$ cat src/rtl/mips32_pkg.sv
// Shared definitions for the mips32 pipeline control logic: opcodes,
// instruction field positions, the NOP encoding and the sequencer states.
package mips32_pkg;

  localparam logic [5:0] OP_LD   = 6'b110000;
  localparam logic [5:0] OP_ST   = 6'b110001;
  localparam logic [5:0] OP_BEQZ = 6'b110100;
  localparam logic [5:0] OP_BNEZ = 6'b110101;
  localparam logic [5:0] OP_HLT  = 6'b111111;

  localparam int OP_HI  = 31;
  localparam int OP_LO  = 26;
  localparam int RD_HI  = 25;
  localparam int RD_LO  = 21;
  localparam int RS1_HI = 20;
  localparam int RS1_LO = 16;
  localparam int RS2_HI = 15;
  localparam int RS2_LO = 11;

  // add r0,r0,r0
  localparam logic [31:0] NOP = 32'h0000_0000;

  typedef enum logic [2:0] {
    ST_IDLE   = 3'd0,
    ST_LOAD   = 3'd1,
    ST_RUN    = 3'd2,
    ST_DRAIN  = 3'd3,
    ST_HALTED = 3'd4
  } state_t;

  function automatic logic [5:0] op_of(input logic [31:0] ir);
    return ir[OP_HI:OP_LO];
  endfunction

  function automatic logic [4:0] rd_of(input logic [31:0] ir);
    return ir[RD_HI:RD_LO];
  endfunction

  function automatic logic [4:0] rs1_of(input logic [31:0] ir);
    return ir[RS1_HI:RS1_LO];
  endfunction

  function automatic logic [4:0] rs2_of(input logic [31:0] ir);
    return ir[RS2_HI:RS2_LO];
  endfunction

endpackage

$ cat src/rtl/pipe_ctrl_hazard_detect.sv
// Combinational hazard resolution over the ID and EX instructions:
// load-use stall, taken-branch squash (which wins over load-use) and
// halt request. State gating is applied by the sequencer.
module hazard_detect
  import mips32_pkg::*;
(
  input  logic [31:0] id_ir,
  input  logic [31:0] ex_ir,
  input  logic        br_taken,
  output logic        if_stall,
  output logic        ifid_flush,
  output logic        id_bubble,
  output logic        halt_req
);

  logic       load_use;
  logic [5:0] id_op;
  logic [5:0] ex_op;
  logic [4:0] ex_rd;
  logic       unused_bits;

  // Only opcode and rd of the EX instruction and the register fields of ID matter.
  assign unused_bits = ^{ex_ir[20:0], id_ir[10:0]};

  // Detect a load in EX whose destination feeds a source of the ID instruction.
  always_comb begin
    id_op    = op_of(id_ir);
    ex_op    = op_of(ex_ir);
    ex_rd    = rd_of(ex_ir);
    load_use = 1'b0;
    if ((ex_op == OP_LD) && (ex_rd != 5'd0)) begin
      if ((id_op != OP_HLT) && (rs1_of(id_ir) == ex_rd)) begin
        load_use = 1'b1;
      end else if ((id_ir[31:30] == 2'b00) && (rs2_of(id_ir) == ex_rd)) begin
        load_use = 1'b1;
      end else if ((id_op == OP_ST) && (rd_of(id_ir) == ex_rd)) begin
        load_use = 1'b1;
      end else begin
        load_use = 1'b0;
      end
    end else begin
      load_use = 1'b0;
    end
  end

  // Resolve stall/flush/bubble; a taken branch redirects the PC, so no stall.
  always_comb begin
    if_stall   = 1'b0;
    ifid_flush = 1'b0;
    id_bubble  = 1'b0;
    halt_req   = 1'b0;
    if (br_taken) begin
      ifid_flush = 1'b1;
      id_bubble  = 1'b1;
    end else if (load_use) begin
      if_stall  = 1'b1;
      id_bubble = 1'b1;
    end else begin
      if_stall = 1'b0;
    end
    // HLT behind a taken branch is on the wrong path and is squashed.
    if ((op_of(id_ir) == OP_HLT) && !br_taken) begin
      halt_req = 1'b1;
    end else begin
      halt_req = 1'b0;
    end
  end

endmodule

$ cat src/rtl/pipe_ctrl.sv
// Pipeline sequencer: streams a program into instruction memory, releases
// the pipeline, gates hazard controls by state and drains on halt.
module pipe_ctrl
  import mips32_pkg::*;
#(
  parameter int IMEM_AW   = 10,
  parameter int DRAIN_CYC = 4
) (
  input  logic               clk,
  input  logic               rst_n,
  input  logic               prog_valid,
  input  logic [31:0]        prog_data,
  output logic               prog_ready,
  input  logic               run_start,
  input  logic [31:0]        id_ir,
  input  logic [31:0]        ex_ir,
  input  logic               br_taken,
  output logic               imem_we,
  output logic [IMEM_AW-1:0] imem_addr,
  output logic [31:0]        imem_wdata,
  output logic               pc_rst,
  output logic               stage_en,
  output logic               if_stall,
  output logic               ifid_flush,
  output logic               id_bubble,
  output logic               halted,
  output logic [31:0]        run_cycles
);

  localparam int DCW = (DRAIN_CYC > 1) ? $clog2(DRAIN_CYC) : 1;

  state_t             state;
  state_t             next_state;
  logic [IMEM_AW-1:0] addr;
  logic               full;
  logic [DCW-1:0]     drain_cnt;
  logic               loadable;
  logic               accept;
  logic               start;
  logic               hz_stall;
  logic               hz_flush;
  logic               hz_bubble;
  logic               halt_req;

  hazard_detect u_hazard (
    .id_ir      (id_ir),
    .ex_ir      (ex_ir),
    .br_taken   (br_taken),
    .if_stall   (hz_stall),
    .ifid_flush (hz_flush),
    .id_bubble  (hz_bubble),
    .halt_req   (halt_req)
  );

  assign loadable   = (state == ST_IDLE) || (state == ST_LOAD) || (state == ST_HALTED);
  assign prog_ready = loadable && !full;
  assign accept     = prog_valid && prog_ready;
  assign start      = run_start && loadable;
  assign imem_we    = accept;
  // A reload after a halt always restarts at address 0.
  assign imem_addr  = (state == ST_HALTED) ? {IMEM_AW{1'b0}} : addr;
  assign imem_wdata = prog_data;

  // Next-state selection for the sequencer.
  always_comb begin
    next_state = state;
    case (state)
      ST_IDLE, ST_HALTED: begin
        if (start) begin
          next_state = ST_RUN;
        end else if (accept) begin
          next_state = ST_LOAD;
        end else begin
          next_state = state;
        end
      end
      ST_LOAD: begin
        if (start) begin
          next_state = ST_RUN;
        end else begin
          next_state = ST_LOAD;
        end
      end
      ST_RUN: begin
        if (halt_req) begin
          next_state = (DRAIN_CYC > 1) ? ST_DRAIN : ST_HALTED;
        end else begin
          next_state = ST_RUN;
        end
      end
      ST_DRAIN: begin
        // The counter reaches 0 on the same edge that enters HALTED.
        if (drain_cnt <= DCW'(1)) begin
          next_state = ST_HALTED;
        end else begin
          next_state = ST_DRAIN;
        end
      end
      default: next_state = ST_IDLE;
    endcase
  end

  // Hazard controls are live only while the pipeline is moving.
  always_comb begin
    if_stall   = 1'b0;
    ifid_flush = 1'b0;
    id_bubble  = 1'b0;
    case (state)
      ST_RUN: begin
        if_stall   = hz_stall;
        ifid_flush = hz_flush;
        id_bubble  = hz_bubble;
      end
      ST_DRAIN: begin
        if_stall  = 1'b1;
        id_bubble = 1'b1;
      end
      default: begin
        if_stall   = 1'b0;
        ifid_flush = 1'b0;
        id_bubble  = 1'b0;
      end
    endcase
  end

  // State register and registered pipeline-level outputs.
  always_ff @(posedge clk or negedge rst_n) begin
    if (!rst_n) begin
      state    <= ST_IDLE;
      pc_rst   <= 1'b0;
      stage_en <= 1'b0;
      halted   <= 1'b0;
    end else begin
      state    <= next_state;
      pc_rst   <= start;
      stage_en <= (next_state == ST_RUN) || (next_state == ST_DRAIN);
      halted   <= (next_state == ST_HALTED);
    end
  end

  // Program address counter with sticky full flag; it never wraps.
  always_ff @(posedge clk or negedge rst_n) begin
    if (!rst_n) begin
      addr <= {IMEM_AW{1'b0}};
      full <= 1'b0;
    end else if (start) begin
      addr <= {IMEM_AW{1'b0}};
      full <= 1'b0;
    end else if (accept) begin
      if (imem_addr == {IMEM_AW{1'b1}}) begin
        addr <= imem_addr;
        full <= 1'b1;
      end else begin
        addr <= imem_addr + {{(IMEM_AW-1){1'b0}}, 1'b1};
        full <= 1'b0;
      end
    end else begin
      addr <= addr;
      full <= full;
    end
  end

  // Drain countdown after a halt is decoded.
  always_ff @(posedge clk or negedge rst_n) begin
    if (!rst_n) begin
      drain_cnt <= {DCW{1'b0}};
    end else if ((state == ST_RUN) && halt_req) begin
      drain_cnt <= DCW'(DRAIN_CYC - 1);
    end else if ((state == ST_DRAIN) && (drain_cnt != {DCW{1'b0}})) begin
      drain_cnt <= drain_cnt - DCW'(1);
    end else begin
      drain_cnt <= drain_cnt;
    end
  end

  // Saturating count of RUN and DRAIN cycles since the last start.
  always_ff @(posedge clk or negedge rst_n) begin
    if (!rst_n) begin
      run_cycles <= 32'd0;
    end else if (start) begin
      run_cycles <= 32'd0;
    end else if (((state == ST_RUN) || (state == ST_DRAIN)) && (run_cycles != 32'hFFFF_FFFF)) begin
      run_cycles <= run_cycles + 32'd1;
    end else begin
      run_cycles <= run_cycles;
    end
  end

endmodule

$ cat config.mk
export PLATFORM = sky130hd
export DESIGN_NAME = pipe_ctrl
export DESIGN_NICKNAME = d
export VERILOG_FILES = /design/src/rtl/mips32_pkg.sv /design/src/rtl/pipe_ctrl_hazard_detect.sv /design/src/rtl/pipe_ctrl.sv
export SDC_FILE = /design/constraint.sdc
export NUM_CORES = 1
export LEC_CHECK = 0
export CELL_PAD_IN_SITES_DETAIL_PLACEMENT = 1
export CELL_PAD_IN_SITES_GLOBAL_PLACEMENT = 2
export CORE_MARGIN = 5
export CORE_UTILIZATION = 23
export DETAILED_ROUTE_END_ITERATION = 8
export PLACE_DENSITY_LB_ADDON = 0.05
export SLEW_MARGIN = 30
export SYNTH_ARGS = -nofsm -noshare
export SYNTH_HDL_FRONTEND = slang
export SYNTH_SLANG_ARGS = --single-unit
$ cat constraint.sdc
create_clock -name clk -period 7.4 [get_ports clk]
set_input_delay 1.85 -clock clk [delete_from_list [all_inputs] [get_ports clk]]
set_output_delay 1.85 -clock clk [all_outputs]
set_load 0.01 [all_outputs]
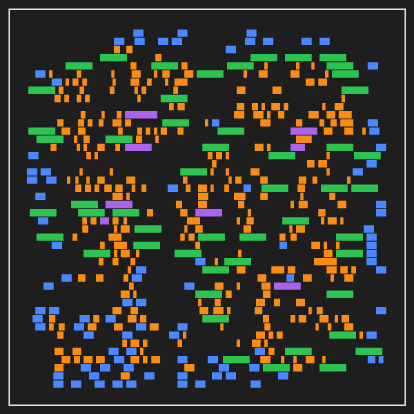
(images/placement_by_type.png)
(3 px per µm)
| class | colour | cells | share of their area |
|---|---|---|---|
| clock drivers and dummy loads | purple | 8 | 4.3% |
| remaining buffers and delay cells | blue | 91 | 22% |
| sequential cells | green | 51 | 31% |
| combinational and other logic | orange | 281 | 43% |

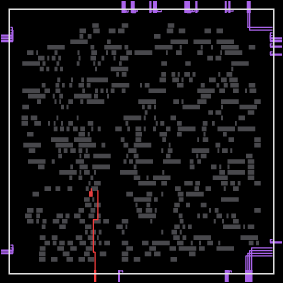
(images/io_fan.png)
(2 px per µm)
| port | colour | direction | edge | end cells | buffers | wire |
|---|---|---|---|---|---|---|
| `if_stall` | red | output | bottom | 1 | 1 | 46.2 µm |
| `prog_data` | purple | input | 15 top, 7 bottom, 5 right, 5 left | 0 | 0 | 221 µm |

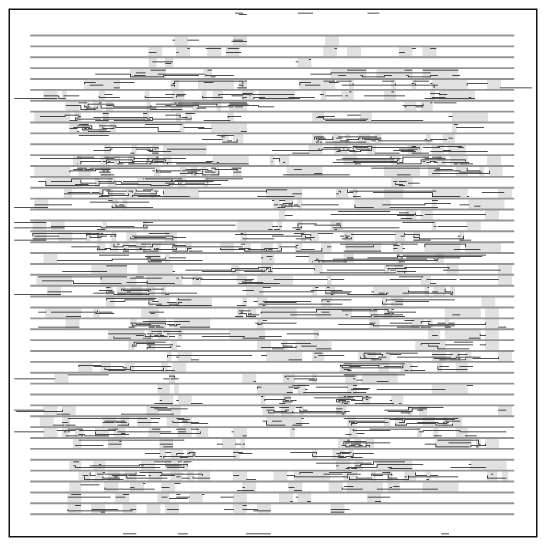
(images/layer_met1.png)
(4 px per µm) Supply wires on this layer in grey.
wire length on this layer: 5130 µm
nets with wire on the layer: 430
main direction: horizontal
share of all routed wire: 47%

==> out/metrics.csv <==
stage;metric;value;unit
logic_synthesis;Ys Warns;0;
detailed_routing;final WL;10900;µm
logic_synthesis;Post-Syn Nets;488;
run_status;status;finished, final reports clean;
global_routing;number of global-route vias before repair;3222;
worst_setup_path;Worst Path Max Fanout;4;
job;OpenROAD warning count;59;
detailed_routing;post-route ant nets;0;
logic_synthesis;Top cell area share;37.6;%
placed_design;Cell Area, Placed;0.00420;mm²
detailed_routing;met2 WL;5070;µm
worst_setup_path;reg-to-reg setup timing slack;4.49;ns
pwr;Leading power group;sequential cells;
worst_setup_path;WP data required;5.55;ns
floorplanning;Pre-Place Util;23.4;%
placed_design;IO Port Bufs;86;
pwr;clk pwr;286;µW
floorplanning;FP Rows;44;
logic_synthesis;Avg Synthesized Cell Area;8.86;µm²
min_path;WHS Path Cells;1;
global_routing;first-pass GRT wire length;17900;µm
logic_synthesis;Yosys Chip Area;0.00339;mm²
final_timing;Final Setup Violations;0;
finish;n_diodes;0;
clocking;Reg clk slew, reported paths;0.07;ns
finish;number of nets in the layout;535;
floorplanning;total die size;0.0173;mm²
floorplanning;DIE HEIGHT;131;µm
worst_setup_path;CP Launch Point;ex_ir[24];
worst_setup_path;critical path, cell by cell;clkdlybuf4s50_1 > xnor2_1 > nand4_1 > nor4_1 > o31ai_1 > o21ai_0 > clkdlybuf4s50_1;
clocking;CTS sink cnt;51;
detailed_routing;mean routed wirelength per cell;17.7;µm
detailed_routing;DR top layer;met4;
detailed_routing;drc violations;0;
detailed_routing;vias;3024;
placed_design;placed cells;607;
logic_synthesis;Mapped Cells;383;
logic_synthesis;Seq cells post-synth;51;
finish;Area growth, synth to finish;29.0;%
worst_setup_path;Critical Path AT;3.90;ns
clocking;CTS tree;done;
finish;most frequent cells in the layout;clkdlybuf4s50_1, dfrtp_1, nor2_1;
worst_setup_path;Critical Path Max Stage Delay;0.59;ns
logic_synthesis;Post-Syn Area;0.00339;mm²
clocking;Post-CTS Resized;0;
worst_setup_path;worst path bufs/invs;2;
global_routing;total track usage;12.4;%
-- cell type report --
| cell class | count | area (µm²) |
|---|---|---|
| timing repair buffer | 91 | 893 |
| fill | 1670 | 10100 |
| clock inverter | 2 | 38.8 |
| inverter | 9 | 33.8 |
| sequential | 51 | 1280 |
| tap | 184 | 230 |
| multi-input combinational | 272 | 1770 |
| clock buffer | 6 | 139 |
-- worst max path at each step --
stage | to | slack [ns] | cells after the start
3_5_place_dp | if_stall | 1.62 | 7
6_report | if_stall | 1.65 | 7
2_1_floorplan | if_stall | 2.85 | 5
3_3_place_gp | if_stall | 1.59 | 7
4_1_cts | if_stall | 1.62 | 7
5_1_grt | if_stall | 1.49 | 7
-- synth_stat cells, drive strengths merged (5+ instances only) --
library cell  instances
a211oi                6
a21oi                12
a311oi                8
a31oi                 6
and2                  9
and3                  5
and4                 10
buf                  38
clkbuf               13
dfrtp                51
inv                   9
nand2                28
nand3                11
nand4                10
nor2                 40
nor3                  7
nor4                  6
o21ai                18
or4                   7
xnor2                30
xor2                  7
-- registers in the layout, indices dropped and copies added, names as in the netlist --
| name | flops |
|---|---|
| run_cycles | 32 |
| addr | 10 |
| state | 3 |
| drain_cnt | 2 |
| full | 1 |
| halted | 1 |
| pc_rst | 1 |
| stage_en | 1 |
-- through the flow --
stage / power [mW] / setup slack (ns) / hold WS, ns
global placement: 0.657 / 1.59 / 0.478
global route: 0.998 / 1.49 / 0.553
detailed placement: 0.657 / 1.62 / 0.499
finish: 0.930 / 1.65 / 0.516
floorplan: 0.521 / 2.85 / 0.461
CTS: 0.952 / 1.62 / 0.521
-- cell families after synthesis --
group | share of synthesized area (%)
muxes | 0.295
AOI/OAI and AO/OA | 15.1
adders and majority gates | 1.47
buffers and inverters | 10.5
xor gates and xnor gates | 9.55
DFF | 37.6
and+or+nand+nor | 25.4
Power is estimated from default activity; no workload was simulated.
